Figure 1. Gate families picked out.
The bar under the picture is 20 um long.
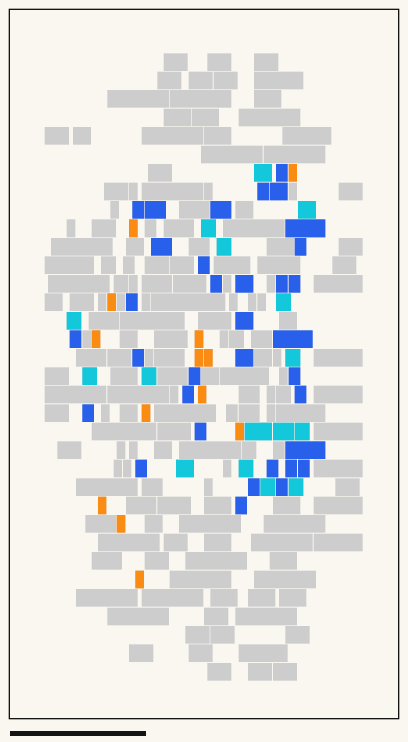
Figure 2. Signal wires by layer.
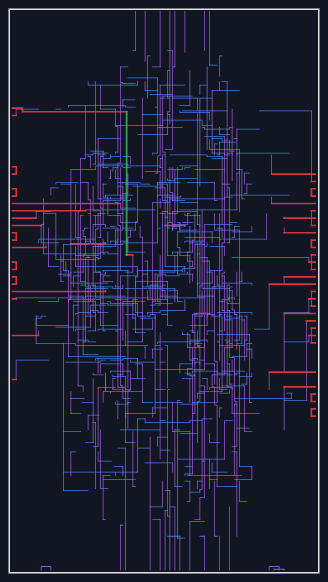
Figure 3. Clock nets.
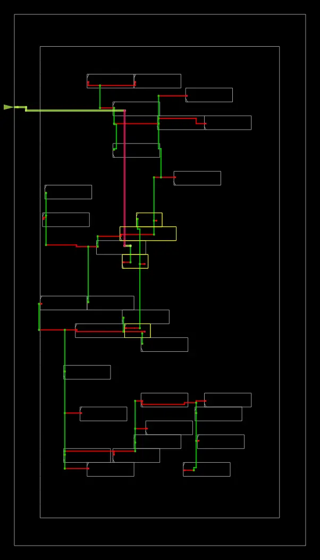
Figure 4. Sequential cells grouped by signal name.
Other sequential cells in the stronger gray, the rest of the logic in the fainter gray.
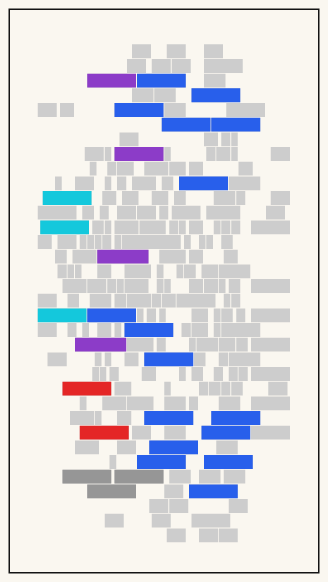
==> config.mk <==
export PLATFORM = sky130hd
export DESIGN_NAME = dma_controller_flat
export DESIGN_NICKNAME = d
export VERILOG_FILES = /design/src/rtl/dma_controller_pkg.sv /design/src/rtl/dma_controller_if.sv /design/src/rtl/dma_controller_word_counter.sv /design/src/rtl/dma_controller.sv /design/src/flat_wrapper.sv
export SDC_FILE = /design/constraint.sdc
export NUM_CORES = 1
export LEC_CHECK = 0
export CORE_ASPECT_RATIO = 2
export CORE_MARGIN = 5
export CORE_UTILIZATION = 40
export CTS_CLUSTER_SIZE = 14
export DETAILED_ROUTE_END_ITERATION = 8
export PLACE_DENSITY = 0.74
export SLEW_MARGIN = 20
export SYNTH_ARGS = -nofsm -noshare
export SYNTH_HDL_FRONTEND = slang
export SYNTH_SLANG_ARGS = --single-unit
export TNS_END_PERCENT = 100
==> constraint.sdc <==
create_clock -name clk -period 3.7 [get_ports clk]
set_clock_uncertainty 0.2 [all_clocks]
set_input_delay 0.925 -clock clk [delete_from_list [all_inputs] [get_ports clk]]
set_output_delay 0.925 -clock clk [all_outputs]
set_load 0.05 [all_outputs]
==> src/rtl/dma_controller_pkg.sv <==
// Shared types and defaults for the DMA controller: state encoding, sizes and
// the destination address helper.
package dma_controller_pkg;

  localparam int WORD_SIZE     = 16;
  localparam int DMA_NUM_WORDS = 12;
  localparam int DMA_WR_LAT    = 2;

  typedef enum logic [1:0] {
    ST_IDLE = 2'd0,
    ST_REQ  = 2'd1,
    ST_XFER = 2'd2,
    ST_DONE = 2'd3
  } dma_fsm_e;

  // Destination address of word idx; wraps modulo 2^WORD_SIZE by construction.
  function automatic logic [WORD_SIZE-1:0] addr_of(input logic [WORD_SIZE-1:0] base,
                                                   input logic [3:0] idx);
    return base + {{(WORD_SIZE-4){1'b0}}, idx};
  endfunction

endpackage

==> src/rtl/dma_controller_if.sv <==
// CPU command, bus arbitration, device and memory-write signals of the DMA engine.
interface dma_controller_if;
  import dma_controller_pkg::*;

  logic                 cmd_valid;
  logic [WORD_SIZE-1:0] cmd_addr;
  logic                 busy;
  logic                 BR;
  logic                 BG;
  logic [3:0]           dma_state;
  logic [WORD_SIZE-1:0] dev_data;
  logic                 dev_rd;
  logic [WORD_SIZE-1:0] mem_addr;
  logic [WORD_SIZE-1:0] mem_data;
  logic                 mem_we;
  logic                 dma_end;

  modport master (
    input  cmd_valid, cmd_addr, BG, dev_data,
    output busy, BR, dma_state, dev_rd, mem_addr, mem_data, mem_we, dma_end
  );

  modport slave (
    output cmd_valid, cmd_addr, BG, dev_data,
    input  busy, BR, dma_state, dev_rd, mem_addr, mem_data, mem_we, dma_end
  );

endinterface

==> src/rtl/dma_controller_word_counter.sv <==
// Per-word latency counter and word index counter of the DMA engine.
module dma_controller_word_counter #(
  parameter int NUM_WORDS = 12,
  parameter int WR_LAT    = 2
) (
  input  logic       clk,
  input  logic       reset_n,
  input  logic       clear,
  input  logic       en,
  output logic [3:0] word_cnt,
  output logic       word_done,
  output logic       last_word
);

  logic [2:0] lat_cnt_r;
  logic [3:0] word_cnt_r;
  logic       word_done_s;
  logic       last_word_s;

  assign word_done_s = en && (lat_cnt_r == 3'(WR_LAT - 1));
  assign last_word_s = (word_cnt_r == 4'(NUM_WORDS - 1));

  // Counters freeze while en is low so a paused word keeps its partial latency.
  always_ff @(posedge clk or negedge reset_n) begin
    if (!reset_n) begin
      lat_cnt_r  <= 3'd0;
      word_cnt_r <= 4'd0;
    end else if (clear) begin
      lat_cnt_r  <= 3'd0;
      word_cnt_r <= 4'd0;
    end else if (word_done_s) begin
      lat_cnt_r  <= 3'd0;
      word_cnt_r <= last_word_s ? 4'd0 : word_cnt_r + 4'd1;
    end else if (en) begin
      lat_cnt_r  <= lat_cnt_r + 3'd1;
    end else begin
      lat_cnt_r  <= lat_cnt_r;
      word_cnt_r <= word_cnt_r;
    end
  end

  assign word_cnt  = word_cnt_r;
  assign word_done = word_done_s;
  assign last_word = last_word_s;

endmodule

==> src/rtl/dma_controller.sv <==
// Bus-master DMA engine: on a CPU command it requests the bus and copies
// NUM_WORDS device words into memory starting at the commanded base address.
module dma_controller
  import dma_controller_pkg::*;
#(
  parameter int NUM_WORDS = DMA_NUM_WORDS,
  parameter int WR_LAT    = DMA_WR_LAT
) (
  input logic              clk,
  input logic              reset_n,
  dma_controller_if.master bus
);

  dma_fsm_e             state_r;
  dma_fsm_e             state_s;
  logic [WORD_SIZE-1:0] base_r;
  logic                 br_r;
  logic                 busy_r;
  logic                 dma_end_r;
  logic                 cmd_accept_s;
  logic                 cnt_clear_s;
  logic                 mem_we_s;
  logic                 word_done_s;
  logic                 last_word_s;
  logic [3:0]           word_cnt_s;

  dma_controller_word_counter #(
    .NUM_WORDS (NUM_WORDS),
    .WR_LAT    (WR_LAT)
  ) u_word_counter (
    .clk       (clk),
    .reset_n   (reset_n),
    .clear     (cnt_clear_s),
    .en        (mem_we_s),
    .word_cnt  (word_cnt_s),
    .word_done (word_done_s),
    .last_word (last_word_s)
  );

  // Write strobe follows the grant directly; a dropped grant pauses the word.
  always_comb begin
    mem_we_s = 1'b0;
    if (state_r == ST_XFER) begin
      mem_we_s = bus.BG;
    end else begin
      mem_we_s = 1'b0;
    end
  end

  // Next-state logic; commands are only accepted from IDLE.
  always_comb begin
    state_s      = state_r;
    cmd_accept_s = 1'b0;
    case (state_r)
      ST_IDLE: begin
        if (bus.cmd_valid) begin
          cmd_accept_s = 1'b1;
          state_s      = ST_REQ;
        end else begin
          state_s = ST_IDLE;
        end
      end
      ST_REQ: begin
        if (bus.BG) begin
          state_s = ST_XFER;
        end else begin
          state_s = ST_REQ;
        end
      end
      ST_XFER: begin
        if (word_done_s && last_word_s) begin
          state_s = ST_DONE;
        end else begin
          state_s = ST_XFER;
        end
      end
      ST_DONE: state_s = ST_IDLE;
      default: state_s = ST_IDLE;
    endcase
  end

  assign cnt_clear_s = cmd_accept_s | (state_r == ST_DONE);

  // State, base address and the registered status outputs.
  always_ff @(posedge clk or negedge reset_n) begin
    if (!reset_n) begin
      state_r   <= ST_IDLE;
      base_r    <= {WORD_SIZE{1'b0}};
      br_r      <= 1'b0;
      busy_r    <= 1'b0;
      dma_end_r <= 1'b0;
    end else begin
      state_r   <= state_s;
      base_r    <= cmd_accept_s ? bus.cmd_addr : base_r;
      br_r      <= (state_s == ST_REQ) || (state_s == ST_XFER);
      busy_r    <= (state_s != ST_IDLE);
      dma_end_r <= (state_s == ST_DONE);
    end
  end

  assign bus.BR        = br_r;
  assign bus.busy      = busy_r;
  assign bus.dma_end   = dma_end_r;
  assign bus.dma_state = word_cnt_s;
  assign bus.mem_we    = mem_we_s;
  assign bus.dev_rd    = word_done_s;
  assign bus.mem_data  = bus.dev_data;
  assign bus.mem_addr  = (state_r == ST_XFER) ? addr_of(base_r, word_cnt_s) : {WORD_SIZE{1'b0}};

endmodule

==> src/flat_wrapper.sv <==
// flat-port wrapper written by rule: the top's interface ports become plain ports
module dma_controller_flat import dma_controller_pkg::*;
#(
  parameter int NUM_WORDS = DMA_NUM_WORDS,
  parameter int WR_LAT    = DMA_WR_LAT
)
  (clk, reset_n, bus_cmd_valid, bus_cmd_addr, bus_BG, bus_dev_data, bus_busy, bus_BR, bus_dma_state, bus_dev_rd, bus_mem_addr, bus_mem_data, bus_mem_we, bus_dma_end);
  dma_controller_if bus_i ();
  input logic clk;
  input logic reset_n;
  input wire logic [$bits(bus_i.cmd_valid)-1:0] bus_cmd_valid;
  input wire logic [$bits(bus_i.cmd_addr)-1:0] bus_cmd_addr;
  input wire logic [$bits(bus_i.BG)-1:0] bus_BG;
  input wire logic [$bits(bus_i.dev_data)-1:0] bus_dev_data;
  output wire logic [$bits(bus_i.busy)-1:0] bus_busy;
  output wire logic [$bits(bus_i.BR)-1:0] bus_BR;
  output wire logic [$bits(bus_i.dma_state)-1:0] bus_dma_state;
  output wire logic [$bits(bus_i.dev_rd)-1:0] bus_dev_rd;
  output wire logic [$bits(bus_i.mem_addr)-1:0] bus_mem_addr;
  output wire logic [$bits(bus_i.mem_data)-1:0] bus_mem_data;
  output wire logic [$bits(bus_i.mem_we)-1:0] bus_mem_we;
  output wire logic [$bits(bus_i.dma_end)-1:0] bus_dma_end;
  assign bus_i.cmd_valid = bus_cmd_valid;
  assign bus_i.cmd_addr = bus_cmd_addr;
  assign bus_i.BG = bus_BG;
  assign bus_i.dev_data = bus_dev_data;
  assign bus_busy = bus_i.busy;
  assign bus_BR = bus_i.BR;
  assign bus_dma_state = bus_i.dma_state;
  assign bus_dev_rd = bus_i.dev_rd;
  assign bus_mem_addr = bus_i.mem_addr;
  assign bus_mem_data = bus_i.mem_data;
  assign bus_mem_we = bus_i.mem_we;
  assign bus_dma_end = bus_i.dma_end;
  dma_controller #(.NUM_WORDS(NUM_WORDS), .WR_LAT(WR_LAT)) u_core (.clk(clk), .reset_n(reset_n), .bus(bus_i));
endmodule
==> results.env <==
LAYOUT.NETS=268
DRT_ITER0_DRC=8
POWER.TOTAL_mW=1.735
FINAL_TNS_SETUP_PS=0
ANTENNA_VIOLATING_NETS_POST_ROUTE=0
LEAKAGEPOWER_nW=1.012
FINALWORSTPATHREQUIREDPERIOD_PS=3575
SYNTH.TOP_CELL.AREA_SHARE=0.3946
TOP_CELLS_BY_COUNT='sky130_fd_sc_hd__dfrtp_1 (28), sky130_fd_sc_hd__buf_4 (16), sky130_fd_sc_hd__nand2_1 (16)'
PLACE_WS_PS=208.5
SYNTH-SIMPLE-AREA-SHARE=0.1868
GRT_MAX_DEGREE=29
LOGIC_FAMILY='simple AND/OR/NAND/NOR gates'
FINALCRITPERIODSHARE=0.9662
FF2FF_SETUP_SLACK_PS=1830
LAYOUT-DRIVE-GT1-SHARE=0.2308
DIE_Y_UM=104.2
SYNTH-CELLS-YOSYS=188
ACHIEVABLE-FREQUENCY_GHz=0.2797
CLOCK_TREE.HTREE_LEVEL_COUNT=1
LAY_TOP_CELLS='sky130_fd_sc_hd__clkdlybuf4s50_1 (30), sky130_fd_sc_hd__dfrtp_1 (26), sky130_fd_sc_hd__nand2_1 (16)'
CLKSINKCOUNT=28
SYN-CELL-AREA_SQ_MM=0.001775
TOP_REG_CELL_SYNTH='sky130_fd_sc_hd__dfrtp_1'
HOLD-WORST-SLACK_PS=331.7
SYNTH_FLOP_COUNT=28
VIA_PER_INST=5.251
CHIP_AREA_SQ_MM=0.005952
POST_SYNTH_AO_OA_AREA_FRACTION=0.1254
CP_SLOWEST_STAGE_DELAY_PS=480
SETUP_CRIT_END_KIND='primary output'
NUMBER_OF_FILLER_INSTANCES_IN_THE_FINAL_LAYOUT=396
CLOCK_TREE.BUFFER_DEPTH=2
DIE_W_UM=57.11
SYNTHDOMINANTAREACELLTYPE='sky130_fd_sc_hd__dfrtp_1'
SLEW_VIOLATIONS=0
WORSTPATHREQUIRED_PS=2570
WORST_SLEW_MARGIN_REL=0.6508
CLOCK_INSERTION_DELAY_WORST_SKEW_PS=270
YOSYS.AREA_SHARE.XOR_XNOR=0.01973
DIODES=0
STATUS='completed'
DRV_CAP=0
CRIT_FANOUT=7
SYNTH-ADDER-AREA-SHARE=0.07470
FINALSETUPVIOLCOUNT=0
CLOCK_TREE_FROM_TRITONCTS='yes'
YOSYS-MUX-AREA-FRACTION=0.09373
NUMBER_OF_DESIGN_RULE_VIOLATIONS_LEFT_AFTER_DETAIL_ROUTING=0
TOTAL_POWER_DIVIDED_BY_CELL_AREA_mW_PER_MM2=715.1
ASYNC_RESET_FF_FRAC=1.000
SYNTH.AVG_CELL_AREA_SQ_UM=9.444
CLK_TRANSITION_REPORTED_PATHS_PS=100
FINALWORSTSETUPSLACK_PS=125.0
WORST_EP_ARRIVAL_TIME_PS=2450
WORST_PIN_SLEW_PS=522.2
UNREPAIRED_SETUP_ENDPOINTS_AFTER_GLOBAL_ROUTING='false'
NUM_ROWS=34
PLACE.DETAILED.HPWL_MM=3.203
PATH_CLASS='reg2out'
YOSYS-TOP-CELLS-AREA='sky130_fd_sc_hd__dfrtp_1 (39%), sky130_fd_sc_hd__mux2_2 (8.2%), sky130_fd_sc_hd__buf_4 (6.8%), sky130_fd_sc_hd__ha_1 (6.3%), sky130_fd_sc_hd__a21oi_1 (3.9%)'
SYNTH.LIB_CELLS_USED.DISTINCT=40
PLACE.GP.CONGESTION=0.8036
YS.WARNINGS.COUNT=0
FLOORPLAN.CORE_AREA_SQ_MM=0.004339
CTS_ROOT_BUF='sky130_fd_sc_hd__clkbuf_8'
POST_SYNTH_NET_TOTAL=234
VDD_DROP_MAX_uV=482.9
HOLD_VIOLATIONS=0
TOOL_WARNINGS=29
TIMING.CRITICAL_PATH.FROM_TYPE='register'
SYNTH_CELLS=188
CTS-BUFFERS-INSERTED=3
CP_SLOWEST_CELL='sky130_fd_sc_hd__or3_2'
POST_CTS_HOLD_BUFFER_COUNT=0
CRITICAL_PATH.CELL_CHAIN='ha_1 -> inv_1 -> fa_1 -> nand2b_4 -> a21o_4 -> or3_2 -> a21oi_4 -> buf_12'
TIMING.CRITICAL_PATH.MAX_DELAY_FAMILY='simple AND/OR/NAND/NOR gates'
ANTENNA_FOUND_INITIAL=0
GRT_PASS1_WL_MM=6.796
DESIGN.PORTCOUNT=77
DETAILEDROUTE.FIRSTPASSITERATIONCOUNT=4
WORST-PATH-BUF-INV=2
PORT-BUFFER-COUNT=44
YOSYS.STAT.CHIPAREA_SQ_MM=0.001775
EDFF_COUNT_SYNTH=0
HP-CLASS='reg2reg'
YOSYSMOSTFREQUENTCELL='sky130_fd_sc_hd__dfrtp_1'
GRT_OVERFLOW_TOTAL=0
FIRST_GLOBAL_VIAS=1481
SYNTH-SEQ-AREA-SHARE=0.3946
CORE_UTIL_FLOORPLAN=0.4092
AREAGROWTHSYNTHTOFINISH_PCT=36.65
Back to the opening pictures, Figure 1:
Orange stands for inv cells, cells 13. Cyan stands for and/or cells, cells 16. Blue stands for aoi and oai cells, cells 34.
most frequent logic cell in the layout: sky130_fd_sc_hd__clkdlybuf4s50_1
share of cell area taken by multi-input logic gates: 0.3883
number of cells in the finished layout apart from fillers: 275

Back to the opening pictures, Figure 2:
Blue stands for M1, wire length 1400 um. Red stands for M3, wire length 207 um. Purple stands for M2, wire length 2340 um. Green stands for M4, wire length 26.5 um.
average wire length per cell after detail routing: 14.43 um
vias after detailed routing: 1444
sum of routed wire length over all layers: 3.967 mm
overall global routing resource usage: 0.1400

Back to the opening pictures, Figure 3:
Flops: 28
Clock group: 238 uW

Back to the opening pictures, Figure 4:
Blue stands for u_core.base_r, sequential cells 16. Red stands for u_core.state_r, sequential cells 2. Cyan stands for u_core.u_word_counter.lat_cnt_r, sequential cells 3. Purple stands for u_core.u_word_counter.word_cnt, sequential cells 4.
Another 3 sequential cells are not colored.
core utilization of the finished layout: 0.5591
flip-flop and latch area: 703.2 sq um

per-layer routing:
metal / vias to the layer above / routed length [um] / GRT usage
li1: 701 / - / -
met1: 702 / 1395 / 0.1500
met2: 39 / 2338 / 0.2627
met3: 2 / 207 / 0.02733
met4: 0 / 26 / 0.04478
met5: - / 0 / 0
timing repair:
action / CTS / global route
setup buffers: 1 / 0
resized: 2 / 3
setup endpoints to repair: 3 / 3
pin swaps: 0 / 1
report_power, final:
group | leakage [nW] | switching, mW | internal (mW)
combinational | 0.631 | 0.538 | 0.405
sequential | 0.345 | 0.124 | 0.429
clock | 0.0357 | 0.0936 | 0.145
sequential cells by signal, indices dropped and copies added (netlist names):
signal                           count
u_core.u_word_counter.lat_cnt_r      3
u_core.base_r                       16
u_core.state_r                       2
u_core.bus.busy                      1
u_core.bus.dma_end                   1
u_core.u_word_counter.word_cnt       4
u_core.bus.BR                        1
cell type report:
class | instances | area, sq um | share of cell area
sequential | 28 | 703.2 | 0.2898
timing repair buffer | 49 | 593.1 | 0.2445
multi-input combinational | 127 | 942.2 | 0.3883
inverter | 13 | 48.80 | 0.02011
clock buffer | 3 | 41.29 | 0.01702
clock inverter | 1 | 30.03 | 0.01238
tap | 54 | 67.56 | 0.02785
final timing paths:
check | start | endpoint | cells after the start
max in group asynchronous | reset_n | u_core.u_word_counter.word_cnt[0] | 2
max reg2reg | u_core.state_r[1] | u_core.bus.BR | 6
min in group asynchronous | reset_n | u_core.base_r[2] | 2
max | u_core.u_word_counter.word_cnt[0] | bus_mem_addr[14] | 8
min | u_core.base_r[2] | u_core.base_r[2] | 1
min reg2reg | u_core.base_r[2] | u_core.base_r[2] | 1
through the flow:
step,cells,cell area (sq um)
final,275,2426
after global routing,275,2426
after CTS,275,2411
after detailed placement,270,2330
after global placement,270,2330
after floorplan,188,1809
Power figures rest on the tool's default switching activity, not on a simulated workload.
